File: src/rtl/audio_pkg.sv
// Shared audio types and constants for the sample feeder and its FIFO.
package audio_pkg;

    localparam int SAMPLE_W       = 16;
    localparam int SCLK_PER_FRAME = 32;

    typedef struct packed {
        logic [SAMPLE_W-1:0] left;
        logic [SAMPLE_W-1:0] right;
    } stereo_t;

    // Saturating increment used by the underrun counter.
    function automatic logic [7:0] sat_inc8(input logic [7:0] v);
        return (v == 8'hFF) ? v : v + 8'd1;
    endfunction

endpackage

File: src/rtl/audio_sample_fifo.sv
// Synchronous stereo-sample FIFO with an explicit occupancy counter.
module audio_sample_fifo
    import audio_pkg::*;
#(
    parameter int DEPTH = 8,
    parameter int WIDTH = $bits(stereo_t)
) (
    input  logic                     audio_sclk,
    input  logic                     rst,
    input  logic                     i_push,
    input  logic                     i_pop,
    input  logic [WIDTH-1:0]         i_data,
    output logic [WIDTH-1:0]         o_data,
    output logic [$clog2(DEPTH):0]   o_fill,
    output logic                     o_full,
    output logic                     o_empty
);

    localparam int AW = $clog2(DEPTH);
    localparam int FW = AW + 1;

    logic [WIDTH-1:0] r_mem [DEPTH];
    logic [AW-1:0]    r_wr_ptr;
    logic [AW-1:0]    r_rd_ptr;
    logic [FW-1:0]    r_fill;
    logic             w_push;
    logic             w_pop;

    assign o_full  = (r_fill == FW'(DEPTH));
    assign o_empty = (r_fill == '0);
    assign o_fill  = r_fill;
    assign o_data  = r_mem[r_rd_ptr];

    // Guard internally as well so a caller can never over- or under-run the pointers.
    assign w_push = i_push & ~o_full;
    assign w_pop  = i_pop & ~o_empty;

    always_ff @(posedge audio_sclk) begin
        if (w_push) begin
            r_mem[r_wr_ptr] <= i_data;
        end
    end

    always_ff @(posedge audio_sclk or negedge rst) begin
        if (!rst) begin
            r_wr_ptr <= '0;
            r_rd_ptr <= '0;
            r_fill   <= '0;
        end else begin
            if (w_push) begin
                r_wr_ptr <= r_wr_ptr + AW'(1);
            end
            if (w_pop) begin
                r_rd_ptr <= r_rd_ptr + AW'(1);
            end
            case ({w_push, w_pop})
                2'b10:   r_fill <= r_fill + FW'(1);
                2'b01:   r_fill <= r_fill - FW'(1);
                default: r_fill <= r_fill;
            endcase
        end
    end

endmodule

File: src/rtl/audio_sample_feeder.sv
// Decouples a bursty stereo sample producer from the fixed-rate serializer:
// one FIFO pop per detected audio_lrclk rising edge, with mute and underrun handling.
module audio_sample_feeder
    import audio_pkg::*;
#(
    parameter int DEPTH = 8,
    parameter int W     = SAMPLE_W
) (
    input  logic                   audio_sclk,
    input  logic                   rst,
    input  logic                   audio_lrclk,
    input  logic                   in_valid,
    output logic                   in_ready,
    input  logic [W-1:0]           in_left,
    input  logic [W-1:0]           in_right,
    input  logic                   mute,
    output logic [W-1:0]           audio_left,
    output logic [W-1:0]           audio_right,
    output logic [$clog2(DEPTH):0] fill,
    output logic                   underrun,
    output logic [7:0]             underrun_cnt
);

    logic                   r_lrclk_q;
    logic [W-1:0]           r_audio_left;
    logic [W-1:0]           r_audio_right;
    logic                   r_underrun;
    logic [7:0]             r_underrun_cnt;

    logic                   w_frame_tick;
    logic                   w_push;
    logic                   w_pop;
    logic                   w_full;
    logic                   w_empty;
    logic [$clog2(DEPTH):0] w_fill;
    stereo_t                w_wr_pair;
    stereo_t                w_head;

    assign w_frame_tick = audio_lrclk & ~r_lrclk_q;
    assign in_ready     = ~w_full;
    assign w_push       = in_valid & in_ready;
    // A push landing on an empty FIFO during a tick is stored, not bypassed.
    assign w_pop        = w_frame_tick & ~w_empty;

    assign w_wr_pair.left  = in_left;
    assign w_wr_pair.right = in_right;

    audio_sample_fifo #(
        .DEPTH (DEPTH),
        .WIDTH ($bits(stereo_t))
    ) u_fifo (
        .audio_sclk (audio_sclk),
        .rst        (rst),
        .i_push     (w_push),
        .i_pop      (w_pop),
        .i_data     (w_wr_pair),
        .o_data     (w_head),
        .o_fill     (w_fill),
        .o_full     (w_full),
        .o_empty    (w_empty)
    );

    always_ff @(posedge audio_sclk or negedge rst) begin
        if (!rst) begin
            r_lrclk_q      <= 1'b0;
            r_audio_left   <= '0;
            r_audio_right  <= '0;
            r_underrun     <= 1'b0;
            r_underrun_cnt <= '0;
        end else begin
            r_lrclk_q  <= audio_lrclk;
            r_underrun <= 1'b0;
            if (w_frame_tick) begin
                if (w_empty) begin
                    r_audio_left   <= '0;
                    r_audio_right  <= '0;
                    r_underrun     <= 1'b1;
                    r_underrun_cnt <= sat_inc8(r_underrun_cnt);
                end else if (mute) begin
                    // Muted frames still consume a sample to keep the stream in step.
                    r_audio_left  <= '0;
                    r_audio_right <= '0;
                end else begin
                    r_audio_left  <= w_head.left;
                    r_audio_right <= w_head.right;
                end
            end
        end
    end

    assign audio_left   = r_audio_left;
    assign audio_right  = r_audio_right;
    assign fill         = w_fill;
    assign underrun     = r_underrun;
    assign underrun_cnt = r_underrun_cnt;

endmodule

File: config.mk
export PLATFORM = sky130hd
export DESIGN_NAME = audio_sample_feeder
export DESIGN_NICKNAME = d
export VERILOG_FILES = /design/src/rtl/audio_pkg.sv /design/src/rtl/audio_sample_fifo.sv /design/src/rtl/audio_sample_feeder.sv
export SDC_FILE = /design/constraint.sdc
export NUM_CORES = 1
export LEC_CHECK = 0
export ABC_CLOCK_PERIOD_IN_PS = 7300
export CAP_MARGIN = 20
export CORE_MARGIN = 2
export CORE_UTILIZATION = 55
export CTS_BUF_LIST = sky130_fd_sc_hd__clkbuf_8
export DETAILED_ROUTE_END_ITERATION = 6
export PLACE_DENSITY = 0.81
export SETUP_SLACK_MARGIN = 0.02
export SLEW_MARGIN = 15
export SYNTH_ARGS = -nofsm -noshare
export SYNTH_HDL_FRONTEND = slang
export SYNTH_SLANG_ARGS = --single-unit
File: constraint.sdc
create_clock -name audio_sclk -period 7.3 [get_ports audio_sclk]
set_clock_uncertainty 0.05 [all_clocks]
set_input_delay 0.73 -clock audio_sclk [delete_from_list [all_inputs] [get_ports audio_sclk]]
set_output_delay 0.73 -clock audio_sclk [all_outputs]
set_load 0.1 [all_outputs]
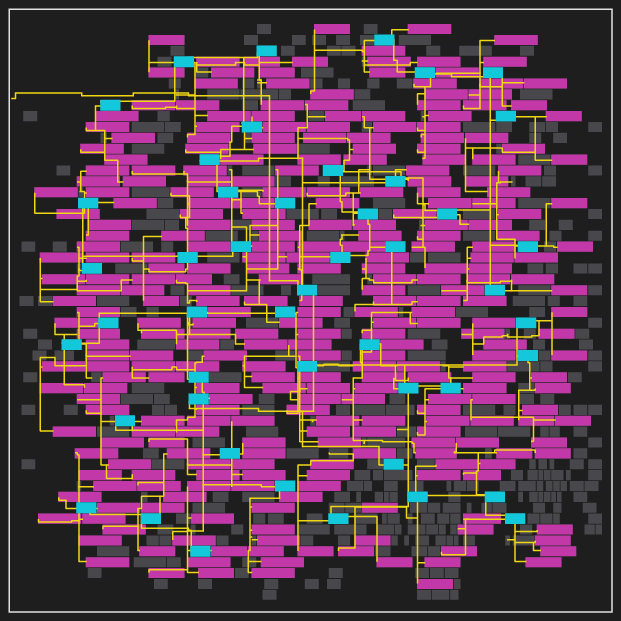
Fig. 1. Clock wires, drivers and flops.
Drawn at 4 px/micron.
[clock wires] yellow | length: 3410 microns
[clock drivers] cyan | count: 47
[flip-flops] magenta | count: 308
routed clock nets	48
flops lie	spread over the die
Clk power: 0.00128 W
clock power share: 22.0%

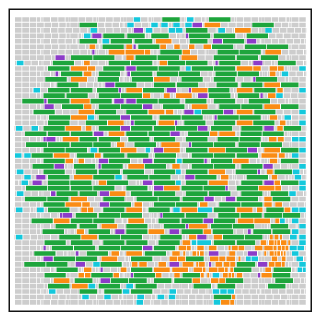
Fig. 2. Placement by cell class.
Drawn at 2 px/micron. Fill, decap, tap and diode cells in grey.
class	colour	cells
sequential cells	green	308
combinational and other logic	orange	205
clock drivers and dummy loads	purple	84
remaining buffers and delay cells	cyan	93
final core occ: 65.75%
Site Rows: 53
flop share of the area: 65.08%
Finished Cell Area: 13820 sq um
area of the core: 21020 sq um

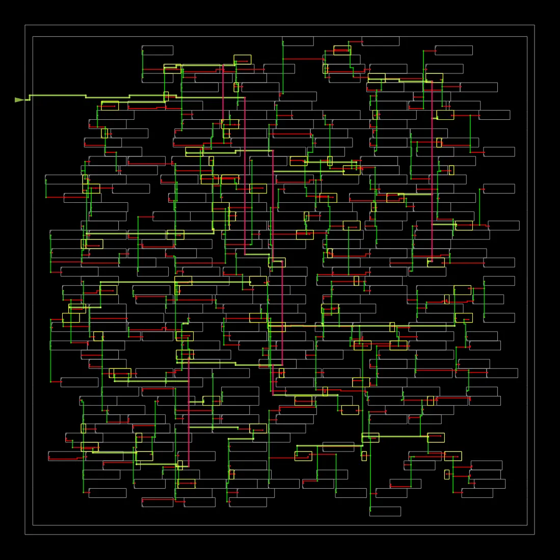
Fig. 3. Clock routing.
# clk buffers: 53
clk sinks: 308
total CTS buffers: 47
Latency at later pin: 0.55 ns
Flops: 308

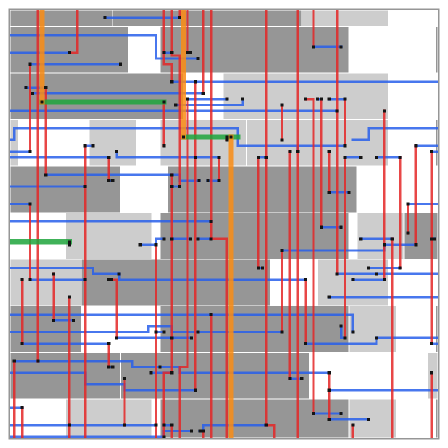
Fig. 4. A small window of the routed layout.
Region (63, 63) to (88, 88) microns. Cells in grey, sequential cells in the stronger grey; small squares are vias.
layer	colour
metal 1	blue
metal 4	orange
metal 2	red
metal 3	green
most frequent	edfxtp_1 (11), buf_4 (4), clkbuf_8 (3)
sequential cells in the window	11
netlist names of flops here include	`u_fifo.r_mem` (11)
cells with their middle in the window	22

==> job_summary.md <==
## PnR job results

| Metric | Value |
|---|---|
| Sw Ratio | `between 30% and 40%` |
| Setup crit start kind | `flop` |
| Initial drt markers | `just under 400` |
| DRT antenna net count | `0` |
| Post-synth ARST share | `between 10% and 20%` |
| Hold crit path type | `in2async` |
| Max-slew headroom | `26.29%` |
| Die width | `between 150 and 200 microns` |
| Multi-In Gates | `between 200 and 250` |
| Ys cells | `approximately 540` |
| Tcrit/Tclk final | `46.76%` |
| Nets | `roughly 700` |
| FF/Latch Area | `8995 sq um` |
| Number of I/O port buffers | `82` |
| CTS tree | `done` |
| Area after DPL | `12920 sq um` |
| First-pass GRT wire length | `approximately 34000 microns` |
| Largest net degree at the start of global routing | `between 60 and 70` |
| MI comb area | `approximately 2700 sq um` |
| Clock transition at the registers of the reported paths | `about 0.060 ns` |
| Die Size | `between 20000 and 25000 sq um` |
| Fmax achieved | `around 290 MHz` |
| Ant. Diodes | `1` |
| WP depth | `2` |
| Comb pwr share | `35.1%` |
| Inverters | `1` |
| Post-route setup TNS | `0 ns` |
| Final HPWL DP | `~12000 microns` |
| Top cell category | `sequential cells` |
| Post-CTS Setup Inserts | `0` |
| Worst Setup SP | `u_fifo.o_fill[2]` |
| Syn. warnings | `0` |
| Reg2Reg Capture Point | `audio_right[5]` |
| R2R Setup Slk | `4.42 ns` |
| Grt ovf | `0` |
| PwrDens | `~420 nW/um^2` |
| Psw | `about 0.0021 W` |
| Top comb family, area | `multiplexers` |
| # hold bufs at CTS | `0` |
| Worst Tran Pin Value | `1.103 ns` |
| # setup viols final | `0` |
| Comb area share | `about a fifth` |
| # IOs | `between 80 and 90` |
| Worst path cell trace | `or4b_1 > clkdlybuf4s50_1` |
| Root Driver | `clkbuf_8` |
| Number of enable flip-flop cells | `about 260` |
| Adder Share, Synth | `less than 1%` |
| Unrepaired setup endpoints after global routing | `no` |
| Layout cells sized above 1 | `around a quarter` |
| Top delay family on crit path | `buffers and inverters` |
| Clock H-tree levels | `2` |
| Worst hold slack | `0.2718 ns` |
| Synth top cell by count | `edfxtp_1` |
| Crit-path max FO | `7` |
| Tapcell count | `275` |
| Non-filler cells, final | `966` |
| Vias | `5622` |
| Internal | `0.003688 W` |
| Synth Seq Share | `between 70% and 80%` |
| Max stage delay on crit path | `about 1 ns` |
| Router iterations before antenna repair | `5` |
| Via count of the first global-routing pass | `about 6k` |
| Outcome | `completed` |
| # DRC | `0` |
| Yosys aoi share | `between 2 and 3%` |
| DR WL/cell | `22.43 microns` |
| Final Max Slew Viols | `0` |
| Worst EP required | `between 6 and 7 ns` |
| Mux frac, synth | `15.88%` |
| Post-Place Cells | `around 880` |
| Post-route setup slack | `between 3 and 4 ns` |
| Tool Warnings | `27` |
| Final total power | `between 0.005 and 0.006 W` |
| Synth top area share | `65.31%` |
| Worst setup path end | `in_ready` |
| Max-cap violations | `0` |
| Yosys simple share | `approximately 1.8%` |
| Post-Synthesis Net Count | `582` |
| GP Congestion | `between 0.7 and 0.8` |
| Unique cell types | `34` |
| Post-CTS sizing | `0` |
| FP Util | `a little under three fifths` |
| Slowest CP cell | `clkdlybuf4s50_1` |
| Top cells, area | `edfxtp_1, mux4_2, dfrtp_1` |
| Non-Clock Buffer Count | `93` |
| Hold Vio Cnt, Final | `0` |
| DR vias/cell | `approximately 5.8` |
| Tmin final | `3.414 ns` |
## cell usage in the layout (no fill, tap or decap), types with 8 or more instances in the layout
cell               n
mux2_2            34
edfxtp_1         256
buf_4              9
clkdlybuf4s50_1   81
mux4_2            58
a22o_1            32
nand2_1            8
dfrtp_1           49
clkbuf_8          53
inv_1             23
xor2_1            11
## sequential cells by signal, summed over array words and instances (netlist names)
register / flops
u_fifo.r_wr_ptr: 3
underrun: 1
audio_left: 16
u_fifo.r_mem: 256
u_fifo.o_fill: 4
underrun_cnt: 8
u_fifo.r_rd_ptr: 3
r_lrclk_q: 1
audio_right: 16
## routing by layer
metal  GRT usage [%]  wire [microns]
met3           4.970            1248
met5               0               0
met1           26.56            8882
met2           34.07           11300
met4           5.094             233
Power is estimated from default activity; no workload was simulated.
